==> src/rtl/pipe_stage_skid.sv <==
// ---------------------------------------------------------------------------
// pipe_stage_skid
//
// A parametrised inter-stage pipeline register. It holds one control field
// and one data field per entry and uses a valid/ready handshake backed by a
// 2-entry skid buffer. Because of the skid entry, in_ready is driven from a
// flop and never depends combinationally on out_ready. Backpressure therefore
// moves upstream one stage per cycle.
//
// Handshake: a beat moves across an interface on a rising edge where valid
// and ready are both 1. A producer holding valid=1 keeps its payload stable
// until that edge. in_ready is registered, so it is already known at the
// start of each cycle.
//
// Parameters:
//   DATA_W  payload width
//   CTRL_W  control-field width; forced to 0 whenever out_valid=0
//   CNT_W   stall-counter width (present only with PIPE_STAGE_PERF_EN)
//
// Ports:
//   clk        rising-edge clock
//   rst        asynchronous active-low reset
//   flush      synchronous flush; discards held entries, highest priority
//   in_valid   upstream entry valid
//   in_ready   stage can accept an entry this cycle (registered)
//   in_ctrl    upstream control field
//   in_data    upstream payload
//   out_valid  entry presented downstream
//   out_ready  downstream accepts the entry
//   out_ctrl   control field, 0 when out_valid=0
//   out_data   payload, holds its last value when invalid
//   occupancy  held entries (0..2); equals the FSM state index
//   stall_cnt  saturating count of out_valid & !out_ready cycles
//              (only when PIPE_STAGE_PERF_EN is defined)
//
// Optional feature macro: PIPE_STAGE_PERF_EN
// ---------------------------------------------------------------------------
module pipe_stage_skid #(
    parameter int DATA_W = 64,
    parameter int CTRL_W = 4
`ifdef PIPE_STAGE_PERF_EN
    ,
    parameter int CNT_W  = 16
`endif
) (
    input  logic              clk,
    input  logic              rst,
    input  logic              flush,
    input  logic              in_valid,
    output logic              in_ready,
    input  logic [CTRL_W-1:0] in_ctrl,
    input  logic [DATA_W-1:0] in_data,
    output logic              out_valid,
    input  logic              out_ready,
    output logic [CTRL_W-1:0] out_ctrl,
    output logic [DATA_W-1:0] out_data,
    output logic [1:0]        occupancy
`ifdef PIPE_STAGE_PERF_EN
    ,
    output logic [CNT_W-1:0]  stall_cnt
`endif
);

    // The state encoding is also the occupancy count.
    typedef enum logic [1:0] {
        ST_EMPTY = 2'd0,
        ST_ONE   = 2'd1,
        ST_FULL  = 2'd2
    } state_t;

    state_t              r_state;
    state_t              w_next_state;

    logic [CTRL_W-1:0]   r_main_ctrl;
    logic [DATA_W-1:0]   r_main_data;
    logic [CTRL_W-1:0]   r_skid_ctrl;
    logic [DATA_W-1:0]   r_skid_data;
    logic                r_in_ready;

    logic                w_out_valid;
    logic                w_in_fire;
    logic                w_out_fire;
    logic                w_load_main_in;
    logic                w_load_main_skid;
    logic                w_load_skid;

    assign w_out_valid = (r_state != ST_EMPTY);
    assign w_in_fire   = in_valid & r_in_ready;
    assign w_out_fire  = w_out_valid & out_ready;

    // Next-state and datapath load selects
    always_comb begin
        w_next_state     = r_state;
        w_load_main_in   = 1'b0;
        w_load_main_skid = 1'b0;
        w_load_skid      = 1'b0;
        if (flush) begin
            // A flush drops everything, including a beat accepted this cycle.
            w_next_state = ST_EMPTY;
        end else begin
            case (r_state)
                ST_EMPTY: begin
                    if (w_in_fire) begin
                        w_next_state   = ST_ONE;
                        w_load_main_in = 1'b1;
                    end
                end
                ST_ONE: begin
                    if (w_in_fire && w_out_fire) begin
                        w_load_main_in = 1'b1;
                    end else if (w_in_fire) begin
                        w_next_state = ST_FULL;
                        w_load_skid  = 1'b1;
                    end else if (w_out_fire) begin
                        w_next_state = ST_EMPTY;
                    end
                end
                ST_FULL: begin
                    // in_ready is 0 here, so only the drain case exists.
                    if (w_out_fire) begin
                        w_next_state     = ST_ONE;
                        w_load_main_skid = 1'b1;
                    end
                end
                default: begin
                    w_next_state = ST_EMPTY;
                end
            endcase
        end
    end

    // State register and registered in_ready
    always_ff @(posedge clk or negedge rst) begin
        if (!rst) begin
            r_state    <= ST_EMPTY;
            r_in_ready <= 1'b1;
        end else begin
            r_state    <= w_next_state;
            r_in_ready <= (w_next_state != ST_FULL);
        end
    end

    // Main register. When the stage empties, only the control bits are
    // cleared, so a stored bubble never carries live controls. The data
    // is left in place.
    always_ff @(posedge clk or negedge rst) begin
        if (!rst) begin
            r_main_ctrl <= '0;
            r_main_data <= '0;
        end else if (w_load_main_in) begin
            r_main_ctrl <= in_ctrl;
            r_main_data <= in_data;
        end else if (w_load_main_skid) begin
            r_main_ctrl <= r_skid_ctrl;
            r_main_data <= r_skid_data;
        end else if (w_next_state == ST_EMPTY) begin
            r_main_ctrl <= '0;
        end
    end

    // Skid register (second entry)
    always_ff @(posedge clk or negedge rst) begin
        if (!rst) begin
            r_skid_ctrl <= '0;
            r_skid_data <= '0;
        end else if (w_load_skid) begin
            r_skid_ctrl <= in_ctrl;
            r_skid_data <= in_data;
        end else if (flush) begin
            r_skid_ctrl <= '0;
        end
    end

    assign in_ready  = r_in_ready;
    assign out_valid = w_out_valid;
    assign out_ctrl  = w_out_valid ? r_main_ctrl : '0;
    assign out_data  = r_main_data;
    assign occupancy = r_state;

`ifdef PIPE_STAGE_PERF_EN
    // Saturating count of cycles in which downstream stalls a valid entry.
    // Only reset clears it.
    logic [CNT_W-1:0] r_stall_cnt;

    always_ff @(posedge clk or negedge rst) begin
        if (!rst) begin
            r_stall_cnt <= '0;
        end else if (w_out_valid && !out_ready && (r_stall_cnt != {CNT_W{1'b1}})) begin
            r_stall_cnt <= r_stall_cnt + {{(CNT_W-1){1'b0}}, 1'b1};
        end
    end

    assign stall_cnt = r_stall_cnt;
`endif

endmodule

==> config.mk <==
export PLATFORM = sky130hd
export DESIGN_NAME = pipe_stage_skid
export DESIGN_NICKNAME = d
export VERILOG_FILES = /design/src/rtl/pipe_stage_skid.sv
export SDC_FILE = /design/constraint.sdc
export NUM_CORES = 1
export LEC_CHECK = 0
export CAP_MARGIN = 0
export CORE_ASPECT_RATIO = 1.5
export CORE_MARGIN = 4
export CORE_UTILIZATION = 45
export CTS_BUF_LIST = sky130_fd_sc_hd__clkbuf_16
export DETAILED_ROUTE_END_ITERATION = 6
export PLACE_DENSITY = 0.83
export SLEW_MARGIN = 10
export SYNTH_ARGS = -nofsm -noshare
export SYNTH_HDL_FRONTEND = slang
export SYNTH_SLANG_ARGS = --single-unit
==> constraint.sdc <==
create_clock -name clk -period 2.13 [get_ports clk]
set_input_delay 0.639 -clock clk [delete_from_list [all_inputs] [get_ports clk]]
set_output_delay 0.639 -clock clk [all_outputs]
set_load 0.005 [all_outputs]
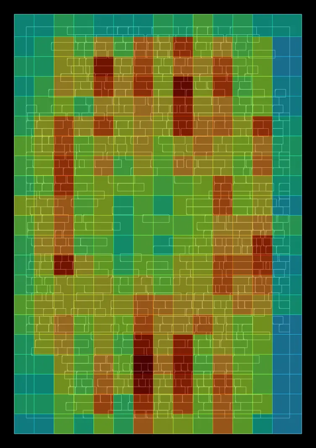
Figure 1: congestion heat map.
global routing usage on met2: 0.347
post-layout utilization of the core: 0.647
GR Layer Usage met1: 0.248
fraction of met3 tracks used by global routing: 0.0422

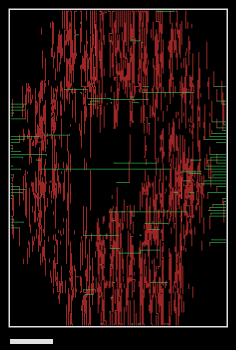
Figure 2: routed metal, one colour a layer.
Bar = 20 um. Only two layers are drawn.
met3: in green, wire length 647 um. met2: in red, wire length 7640 um.
wirelength, routed: 14300 um
overall fraction of global-route tracks in use: 0.206
mean routed wirelength per cell: 19.6 um
via total after detailed routing: 4094

==> summary.txt <==
The flow run is done. Maximum cell stage delay along the critical path landed at 0.54 ns. Global-route wire length before repair landed at 23700 um. Looking at the max-slew report, the worst-margin pin has a slew of 0.549 ns. Area growth from synthesis to layout landed at 41.4%.

For this run, the post-layout net count is 630. Flip-flop and latch area landed at 0.00348 mm2. The placement summary gives the final routability congestion estimate as 0.795.

Number of standard-cell rows in the floorplan landed at about 50. STA classifies the critical path startpoint as a register. STA reports a reg2reg setup slack of 0.25 ns. Via count of the first global-routing pass landed at 4607. Per the detail_route log, the uppermost layer with routed signals is met4.

Counting flops and latches in the post-synthesis netlist gives 139. Based on the critical path, the design can be clocked at up to approximately 480 MHz. Per Yosys stat, the portion of area used by sequential elements is 0.611.

Switching share of power landed at 0.236. Max-slew violation total from the final report landed at 0. The initial utilization of the core area, before any placement, comes to 0.457. Power density over the cells landed at slightly below 1000 mW/mm2. Final clock period utilization by the worst path landed at 0.974. Number of ordinary and repair buffers in the finished layout landed at 170. Total internal power landed at 0.00604 W. Average footprint of a synthesized cell landed at 14.3 um2. Clock skew after layout landed at 0.00969 ns. Number of multi-input combinational cells in the layout landed at 226. In this run the full chip footprint comes out at between 0.01 and 0.015 mm2.

After technology mapping, the gate count stands at 397. The run finished with clean final reports. Non-clock inverters in the final layout number 3. In the layout the commonest cells are clkdlybuf4s50_1, dfrtp_1, and2_1, a221o_1, mux2_2. The stat command in Yosys gives a chip area of 0.00570 mm2. Sequential group share of total power landed at 0.449. STA lists the startpoint of the worst register-to-register path as in_ready.

Part of the total power dissipated in the clock network landed at 0.365. Count of clock-net buffers in the final layout landed at 17. The synthesized netlist was found by Yosys to have 397 cells.

met2 is the most crowded layer. Fraction of area in registers landed at 0.432. Of all flip-flops after synthesis, the portion carrying an async set or reset was 1.00.

Initial antenna violation count landed at 1. Adding up every negative setup slack in the final design gives 0 ns. Setup repair after global routing left no endpoint under its margin.

Wire length the detailed router placed on met1 landed at between 5000 and 6000 um. Number of sequential cells in the layout landed at about 140. The type recorded for the worst min-delay path is input pin to asynchronous set/reset pin. Per the CTS log, the root buffer master is clkbuf_16. Entering global routing, the biggest net connects approximately 50 pins. As logged by OpenROAD, the buffers inserted on ports number 144. Area of all placed cells without fillers landed at 0.00805 mm2. Per the detail_route report, vias per standard cell equal 5.63.

The net switching power in the latest report is 0.00187 W. Combinational share of cell area landed at 0.253. Sum of overflow across all layers after global routing landed at 0. In the log, the iteration count for the first detailed-route pass is 4. Required time at the worst-slack endpoint landed at ~1.5 ns. Once detail routing completed, the nets flagged for antenna violations numbered 0. TritonCTS built the clock tree. Count of yosys warnings during synthesis landed at 0. In this run, CTS created clock tree buffers numbering 17.

Per the final report, the share of cell area in non-clock buffers is 0.216. During I/O placement, the number of pins put on the boundary was ~150. IR analysis of the VDD net gives a maximum drop of 0.000572 V. The clock drives 139 sinks.

After floorplanning, the core was sized to cover 0.0124 mm2. Of the cells placed in the final design, the portion with a size suffix greater than 1 is 0.225. On the critical path the largest part of the delay comes from flip-flops. Combinational gate area landed at 0.00204 mm2. Following the worst setup path forward leads to its endpoint at in_ready. Combinational share of power landed at 0.186. STA lists the endpoint of the worst register-to-register path as r_skid_data[41]. Per the post-run analysis, buffers plus inverters along the critical path come to 1. Among all flip-flop cells after synthesis, the most frequent one is dfrtp_1. X dimension of the die landed at 99.9 um. The launch point of the critical path was reported as in_ready. The H-tree was split into 4 levels. Counting the fill cells in the layout gives about 900.

In this run the maximum-capacitance check reported violations numbering 0.
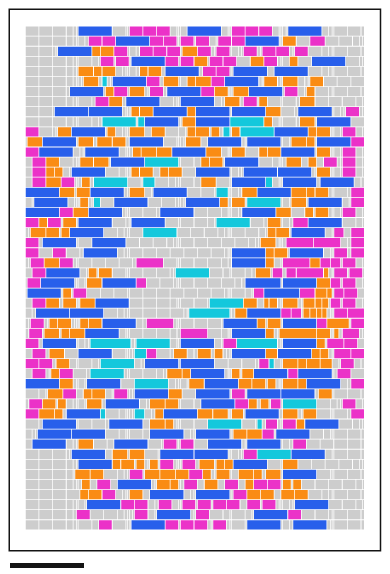
Figure 3: placement by cell class.
Bar = 20 um. Fill, decap, tap and diode cells in grey.
clock drivers and dummy loads: in cyan, cells 32, share of their area 7.4%. other buffers and delay cells: in magenta, cells 170, share of their area 22%. all other logic: in orange, cells 229, share of their area 26%. flops: in blue, cells 139, share of their area 44%.

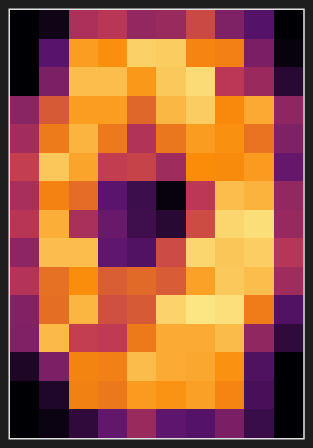
Figure 4: local utilization.
The die is cut into 10 by 15 equal tiles; black is low, pale yellow is high, 0 to 100% covered.
6.0% of the tiles are nearly empty. The mean over all tiles is 54%. The fullest tile reaches 95%.

-- kinds of logic after synthesis --
family | count (synthesis) | share of synthesized area
xor gates and xnor gates | 1 | 0.00154
buffers and inverters | 32 | 0.0327
and+or+nand+nor | 86 | 0.0960
DFF | 139 | 0.611
AOI/OAI and AO/OA | 75 | 0.132
muxes | 64 | 0.127
-- timing repair --
action,CTS,global route
setup endpoints to repair,6,6
pin swaps,1,1
hold buffers,0,0
setup buffers,3,4
resized,6,5
-- power groups by stage --
stage / Clock [W] / Combinational (W) / Sequential, W
after floorplan: 0 / 0.000625 / 0.00351
after global placement: 0 / 0.00141 / 0.00354
after detailed placement: 0 / 0.00147 / 0.00358
after CTS: 0.00295 / 0.00149 / 0.00355
after global routing: 0.00310 / 0.00159 / 0.00362
final: 0.00289 / 0.00147 / 0.00355
-- through the flow --
stage               total power, W  hold WS, ns  setup slack, ns   util  std cells
CTS                        0.00799        0.178        -0.000395  0.643        722
floorplan                  0.00413        0.343            0.312      -        397
global placement           0.00495        0.475           -0.213  0.594        687
detailed placement         0.00505        0.477           -0.267  0.594        687
finish                     0.00791        0.168           0.0564  0.647        727
global route               0.00831        0.183          0.00685  0.647        727
-- Yosys cell counts, types with 2 or more instances --
library cell	number	area share
clkbuf_1	8	0.0053
nor2b_1	4	0.0044
and2_1	69	0.076
mux2_2	64	0.13
buf_4	6	0.0079
a22o_1	4	0.0062
a21oi_1	2	0.0018
nor2_1	3	0.0020
buf_6	4	0.0079
a221o_1	68	0.12
dfrtp_1	138	0.61
buf_2	11	0.0097
inv_1	3	0.0020
-- registers in the layout (all words and copies together) (netlist names) --
name	cells
out_data	64
r_main_ctrl	4
in_ready	1
occupancy	2
r_skid_data	64
r_skid_ctrl	4
Power and IR drop assume default switching activity.
